**Clock network drawn from the DEF**

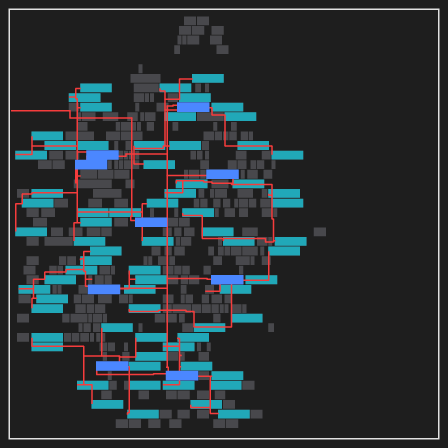
**Signal metal coverage by tile**

24 x 24 tiles, from dark blue (low) to red (high), scaled to the fullest tile. Values are wire area over tile area, all layers added.
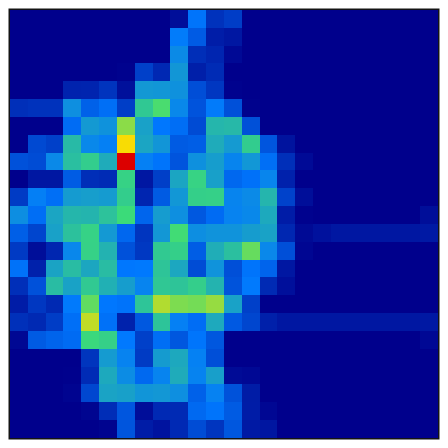
**Cells by drive strength**

Bar = 20 um.
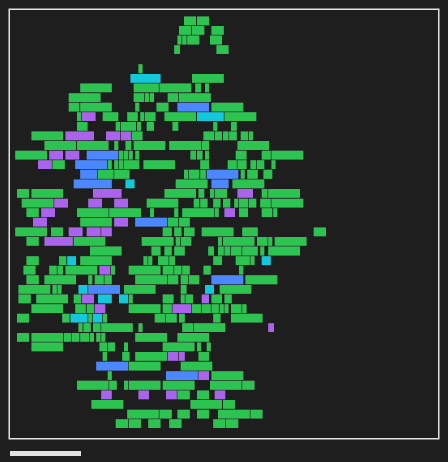
[src/rtl/gesture_pkg.sv]
// Shared types and helpers for the gesture event decoder.
// Optional repeat filter is enabled by GESTURE_REPEAT_FILTER_EN.
package gesture_pkg;

  localparam int GMAX = 32;
  localparam int GIDX_W = 5;
  localparam int NUM_GEST_DEF = 8;

  function automatic int gest_code_w(input int n);
    return $clog2(n);
  endfunction

  localparam int GEST_CODE_W = gest_code_w(NUM_GEST_DEF);

  typedef logic [GEST_CODE_W-1:0] gest_code_t;

  typedef enum logic {
    IDLE = 1'b0,
    HOLD = 1'b1
  } hold_state_t;

  // lowest set bit wins
  function automatic logic [GIDX_W-1:0] prio_enc(
    input logic [GMAX-1:0] v
  );
    logic [GIDX_W-1:0] idx;
    idx = '0;
    for (int i = GMAX - 1; i >= 0; i--)
      if (v[i]) idx = GIDX_W'(i);
    return idx;
  endfunction

  function automatic logic [GMAX-1:0] onehot(
    input logic [GIDX_W-1:0] idx
  );
    logic [GMAX-1:0] v;
    v = '0;
    v[idx] = 1'b1;
    return v;
  endfunction

endpackage

[src/rtl/gesture_evt_fifo.sv]
// Small synchronous FIFO holding encoded gesture codes.
// Head is registered storage; a push while empty shows up next cycle.
module gesture_evt_fifo #(
  parameter int DEPTH = 4,
  parameter int W     = 3
) (
  input  logic                   clk,
  input  logic                   rst_n,
  input  logic                   i_push,
  input  logic [W-1:0]           i_data,
  input  logic                   i_pop,
  output logic [W-1:0]           o_data,
  output logic [$clog2(DEPTH):0] o_level,
  output logic                   o_full,
  output logic                   o_empty
);

  localparam int AW = $clog2(DEPTH);

  logic [W-1:0]  r_mem [DEPTH];
  logic [AW-1:0] r_wr;
  logic [AW-1:0] r_rd;
  logic [AW:0]   r_level;
  logic          w_push;
  logic          w_pop;

  assign o_level = r_level;
  assign o_empty = (r_level == '0);
  assign o_full  = (r_level == (AW+1)'(DEPTH));
  assign o_data  = r_mem[r_rd];
  assign w_pop   = i_pop & ~o_empty;
  // a full FIFO may still take a push when the head leaves
  assign w_push  = i_push & (~o_full | w_pop);

  always_ff @(posedge clk or negedge rst_n) begin
    if (!rst_n) begin
      for (int i = 0; i < DEPTH; i++)
        r_mem[i] <= '0;
      r_wr    <= '0;
      r_rd    <= '0;
      r_level <= '0;
    end else begin
      if (w_push) begin
        r_mem[r_wr] <= i_data;
        r_wr        <= r_wr + AW'(1);
      end
      if (w_pop)
        r_rd <= r_rd + AW'(1);
      unique case ({w_push, w_pop})
        2'b10:   r_level <= r_level + (AW+1)'(1);
        2'b01:   r_level <= r_level - (AW+1)'(1);
        default: r_level <= r_level;
      endcase
    end
  end

endmodule

[src/rtl/gesture_event_decoder.sv]
// Edge-detects and arbitrates raw gesture bits into pulse, hold and queued events.
// Define GESTURE_REPEAT_FILTER_EN to suppress same-index repeats within REPEAT_CYC.
module gesture_event_decoder
  import gesture_pkg::*;
#(
  parameter int NUM_GEST   = 8,
  parameter int DEPTH      = 4,
  parameter int HOLD_CYC   = 25_000_000,
  parameter int REPEAT_CYC = 50_000_000
) (
  input  logic                        clk,
  input  logic                        rst_n,
  input  logic [NUM_GEST-1:0]         gest_data,
  output logic [NUM_GEST-1:0]         gest_pulse,
  output logic [NUM_GEST-1:0]         gest_hold,
  output logic                        evt_valid,
  output logic [$clog2(NUM_GEST)-1:0] evt_code,
  input  logic                        evt_ready,
  output logic [$clog2(DEPTH):0]      evt_level,
  output logic                        evt_overflow,
  input  logic                        ovf_clr
);

  localparam int CW = gest_code_w(NUM_GEST);
  localparam int HW = (HOLD_CYC > 1) ? $clog2(HOLD_CYC) : 1;

  if (NUM_GEST < 2 || NUM_GEST > GMAX || DEPTH < 2 ||
      HOLD_CYC < 1 || REPEAT_CYC < 1) begin : g_bad_param
    $error("gesture_event_decoder: bad parameter");
  end

  logic [NUM_GEST-1:0] r_data_d;
  logic [NUM_GEST-1:0] w_rise;
  logic [NUM_GEST-1:0] w_oh;
  logic [CW-1:0]       w_idx;
  logic                w_any;
  logic                w_accept;
  logic                w_pop;
  logic                w_push;
  logic                w_full;
  logic                w_empty;
  logic                w_ovf_set;

  assign w_rise = gest_data & ~r_data_d;
  assign w_any  = |w_rise;
  assign w_idx  = CW'(prio_enc(GMAX'(w_rise)));
  assign w_oh   = NUM_GEST'(onehot(GIDX_W'(w_idx)));

`ifdef GESTURE_REPEAT_FILTER_EN
  localparam int RW = (REPEAT_CYC > 1) ? $clog2(REPEAT_CYC) : 1;

  logic [CW-1:0] r_last_idx;
  logic [RW-1:0] r_win_cnt;
  logic          r_win_act;

  assign w_accept = w_any & ~(r_win_act & (r_last_idx == w_idx));

  // suppressed repeats leave the window running
  always_ff @(posedge clk or negedge rst_n) begin
    if (!rst_n) begin
      r_last_idx <= '0;
      r_win_cnt  <= '0;
      r_win_act  <= 1'b0;
    end else if (w_accept) begin
      r_last_idx <= w_idx;
      r_win_cnt  <= RW'(REPEAT_CYC - 1);
      r_win_act  <= 1'b1;
    end else if (r_win_act) begin
      if (r_win_cnt == '0)
        r_win_act <= 1'b0;
      else
        r_win_cnt <= r_win_cnt - RW'(1);
    end
  end
`else
  assign w_accept = w_any;
`endif

  always_ff @(posedge clk or negedge rst_n) begin
    if (!rst_n) begin
      r_data_d   <= '0;
      gest_pulse <= '0;
    end else begin
      r_data_d   <= gest_data;
      gest_pulse <= w_accept ? w_oh : '0;
    end
  end

  hold_state_t         r_state;
  hold_state_t         w_state_nxt;
  logic [HW-1:0]       r_cnt;
  logic [HW-1:0]       w_cnt_nxt;
  logic [NUM_GEST-1:0] r_hold;
  logic [NUM_GEST-1:0] w_hold_nxt;

  always_ff @(posedge clk or negedge rst_n) begin
    if (!rst_n) begin
      r_state <= IDLE;
      r_cnt   <= '0;
      r_hold  <= '0;
    end else begin
      r_state <= w_state_nxt;
      r_cnt   <= w_cnt_nxt;
      r_hold  <= w_hold_nxt;
    end
  end

  always_comb begin
    w_state_nxt = r_state;
    w_cnt_nxt   = r_cnt;
    w_hold_nxt  = r_hold;
    unique case (r_state)
      IDLE: begin
        if (w_accept) begin
          w_state_nxt = HOLD;
          w_cnt_nxt   = HW'(HOLD_CYC - 1);
          w_hold_nxt  = w_oh;
        end
      end
      HOLD: begin
        if (w_accept) begin
          w_cnt_nxt  = HW'(HOLD_CYC - 1);
          w_hold_nxt = w_oh;
        end else if (r_cnt == '0) begin
          w_state_nxt = IDLE;
          w_hold_nxt  = '0;
        end else begin
          w_cnt_nxt = r_cnt - HW'(1);
        end
      end
      default: begin
        w_state_nxt = IDLE;
        w_hold_nxt  = '0;
      end
    endcase
  end

  assign gest_hold = r_hold;

  gesture_evt_fifo #(
    .DEPTH (DEPTH),
    .W     (CW)
  ) u_fifo (
    .clk     (clk),
    .rst_n   (rst_n),
    .i_push  (w_push),
    .i_data  (w_idx),
    .i_pop   (w_pop),
    .o_data  (evt_code),
    .o_level (evt_level),
    .o_full  (w_full),
    .o_empty (w_empty)
  );

  assign evt_valid = ~w_empty;
  assign w_pop     = evt_valid & evt_ready;
  assign w_push    = w_accept & (~w_full | w_pop);
  assign w_ovf_set = w_accept & w_full & ~w_pop;

  always_ff @(posedge clk or negedge rst_n) begin
    if (!rst_n)
      evt_overflow <= 1'b0;
    else if (w_ovf_set)
      evt_overflow <= 1'b1;
    else if (ovf_clr)
      evt_overflow <= 1'b0;
  end

endmodule

[config.mk]
export PLATFORM = sky130hd
export DESIGN_NAME = gesture_event_decoder
export DESIGN_NICKNAME = d
export VERILOG_FILES = /design/src/rtl/gesture_pkg.sv /design/src/rtl/gesture_evt_fifo.sv /design/src/rtl/gesture_event_decoder.sv
export SDC_FILE = /design/constraint.sdc
export NUM_CORES = 1
export LEC_CHECK = 0
export CAP_MARGIN = 20
export CORE_MARGIN = 1
export CORE_UTILIZATION = 23
export DETAILED_ROUTE_END_ITERATION = 12
export GPL_ROUTABILITY_DRIVEN = 0
export MAX_ROUTING_LAYER = met4
export REMOVE_ABC_BUFFERS = 1
export SLEW_MARGIN = 20
export SYNTH_ARGS = -nofsm -noshare
export SYNTH_HDL_FRONTEND = slang
export SYNTH_HIERARCHICAL = 1
export SYNTH_SLANG_ARGS = --single-unit
[constraint.sdc]
create_clock -name clk -period 3.7 [get_ports clk]
set_clock_uncertainty 0.1 [all_clocks]
set_input_delay 0.74 -clock clk [delete_from_list [all_inputs] [get_ports clk]]
set_output_delay 0.74 -clock clk [all_outputs]
set_load 0.005 [all_outputs]
==> flow_summary.html <==
<h2>Implementation results</h2>
<table>
<tr><th>Metric</th><th>Value</th></tr>
<tr><th colspan="2">Placed design</th></tr>
<tr><td>Detailed placer's ending HPWL</td><td>4.97 mm</td></tr>
<tr><td>Total of buffers placed on input and output ports</td><td>35</td></tr>
<tr><td>Placed insts</td><td>497</td></tr>
<tr><th colspan="2">Finish</th></tr>
<tr><td>Final non-filler cell total</td><td>513</td></tr>
<tr><td>Total inserted antenna cells</td><td>0</td></tr>
<tr><td>Dominant logic cell types in the final layout</td><td>70 x dfrtp_1, 34 x clkdlybuf4s50_1, 23 x nand2_1</td></tr>
<tr><td>Post-Layout Inst Area</td><td>0.00416 mm2</td></tr>
<tr><td>Clock Buffer Count</td><td>13</td></tr>
<tr><td>Clock distribution area overhead in the final layout</td><td>0.0728</td></tr>
<tr><td>Fraction of standard cell area in multi-input logic</td><td>0.346</td></tr>
<tr><td>Share of final-layout standard cells stronger than drive strength 1</td><td>0.168</td></tr>
<tr><td>Final net count</td><td>348</td></tr>
<tr><td>Dominant kind of cell</td><td>flip-flops and latches</td></tr>
<tr><th colspan="2">Yosys</th></tr>
<tr><td>Top cells, area</td><td>dfrtp_1 53%, mux2_2 4.5%, xor2_1 3.2%, ha_1 2.7%, xnor2_1 2.7%</td></tr>
<tr><td>Synth Seq Share</td><td>0.534</td></tr>
<tr><td>Main logic family after synthesis</td><td>simple AND/OR/NAND/NOR gates</td></tr>
<tr><td>Cell types with the highest counts after synthesis</td><td>70 x dfrtp_1, 23 x nand2_1, 22 x nor2_1</td></tr>
<tr><td>Most frequently used flop master after synthesis</td><td>dfrtp_1</td></tr>
<tr><td>Number of warnings reported in the yosys synthesis log</td><td>6</td></tr>
<tr><td>Per-instance average area after synthesis</td><td>11.6 um2</td></tr>
<tr><td>Top-area cell share</td><td>0.534</td></tr>
<tr><td>Simple Share, Synth</td><td>0.194</td></tr>
<tr><td>EDFF count, synth</td><td>0</td></tr>
<tr><td>Xor/xnor share</td><td>0.0588</td></tr>
<tr><th colspan="2">Pwr</th></tr>
<tr><td>Clock group share of total power</td><td>0.345</td></tr>
<tr><td>Net switching power</td><td>670 uW</td></tr>
<tr><td>PD cells</td><td>598 mW/mm2</td></tr>
<tr><td>Power Combinational</td><td>626 uW</td></tr>
<tr><td>Net Sw Frac</td><td>0.269</td></tr>
<tr><td>Max VDD drop</td><td>332 uV</td></tr>
<tr><td>P_clk</td><td>858 uW</td></tr>
<tr><th colspan="2">Global routing</th></tr>
<tr><td>All-Layer GR Usage</td><td>0.107</td></tr>
<tr><td>Wire length of the first global-routing pass</td><td>11.7 mm</td></tr>
<tr><td>Number of antenna violations at the first check in global routing</td><td>0</td></tr>
<tr><th colspan="2">STA</th></tr>
<tr><td>Slew Viols, Final</td><td>0</td></tr>
<tr><td>RSZ-0062 raised after global routing</td><td>no</td></tr>
<tr><td>Fin crit share</td><td>0.819</td></tr>
<tr><th colspan="2">Floorplanning</th></tr>
<tr><td>Die boundary width</td><td>121 um</td></tr>
<tr><td>DIE HEIGHT</td><td>121 um</td></tr>
<tr><td>Area inside the core boundary</td><td>0.0139 mm2</td></tr>
<tr><td>Starting density of the core</td><td>0.236</td></tr>
<tr><th colspan="2">Route</th></tr>
<tr><td>WL/cell</td><td>13.3 um</td></tr>
<tr><td>Metal3 WL</td><td>208 um</td></tr>
<tr><td>Vias after detailed routing</td><td>2,277</td></tr>
<tr><td>Routed metal-1 wire length</td><td>3.24 mm</td></tr>
<tr><th colspan="2">Setup path</th></tr>
<tr><td>Destination of the worst register-to-register timing path</td><td>u_fifo/o_level[2]</td></tr>
<tr><td>Crit Reg-Reg Startpoint</td><td>u_fifo/o_level[0]</td></tr>
<tr><td>Signal arrival time at the worst endpoint</td><td>3.18 ns</td></tr>
<tr><td>Most repeated library cell on the critical path</td><td>xor2_1</td></tr>
<tr><td>CP top delay family</td><td>simple AND/OR/NAND/NOR gates</td></tr>
<tr><td>Critical Path Stages</td><td>12</td></tr>
<tr><th colspan="2">Outcome</th></tr>
<tr><td>Result of the run</td><td>completed</td></tr>
<tr><th colspan="2">Clock tree</th></tr>
<tr><td>Num Clock Sinks</td><td>70</td></tr>
<tr><td>Number of CTS-inserted buffers</td><td>9</td></tr>
<tr><td>TritonCTS clock tree</td><td>done</td></tr>
<tr><td>CTS root buf</td><td>clkbuf_16</td></tr>
<tr><td>Deepest level of the CTS H-tree</td><td>3</td></tr>
<tr><td>Hold buffer count at CTS</td><td>0</td></tr>
<tr><td>Post-cts gate resize count</td><td>0</td></tr>
<tr><td>Clock slew at reported path FFs</td><td>0.06 ns</td></tr>
<tr><th colspan="2">Worst hold path</th></tr>
<tr><td>Classification of the worst-slack hold path</td><td>in -&gt; async</td></tr>
</table>
About 'clock network drawn from the DEF':
- blue: cells driving clock nets (count 9)
- red: clock wires (length 853 um)
- cyan: flip-flops (count 70)
- routed clock nets: 10

About 'signal metal coverage by tile':
- tiles over half the peak: 2.1%
- fullest tile: 0.57
- nearly empty tiles: 49%
- mean over tiles: 0.072
- emptiest ninth of the die: upper right

About 'cells by drive strength':
- blue: drive 6 and up (cells 12; most used clkbuf_16)
- cyan: drive 3 to 4 (cells 11; most used buf_4)
- purple: drive 2 (cells 33; most used mux2_2)
- green: drive 1 or less (cells 277; most used dfrtp_1)

Power is estimated from default activity; no workload was simulated.
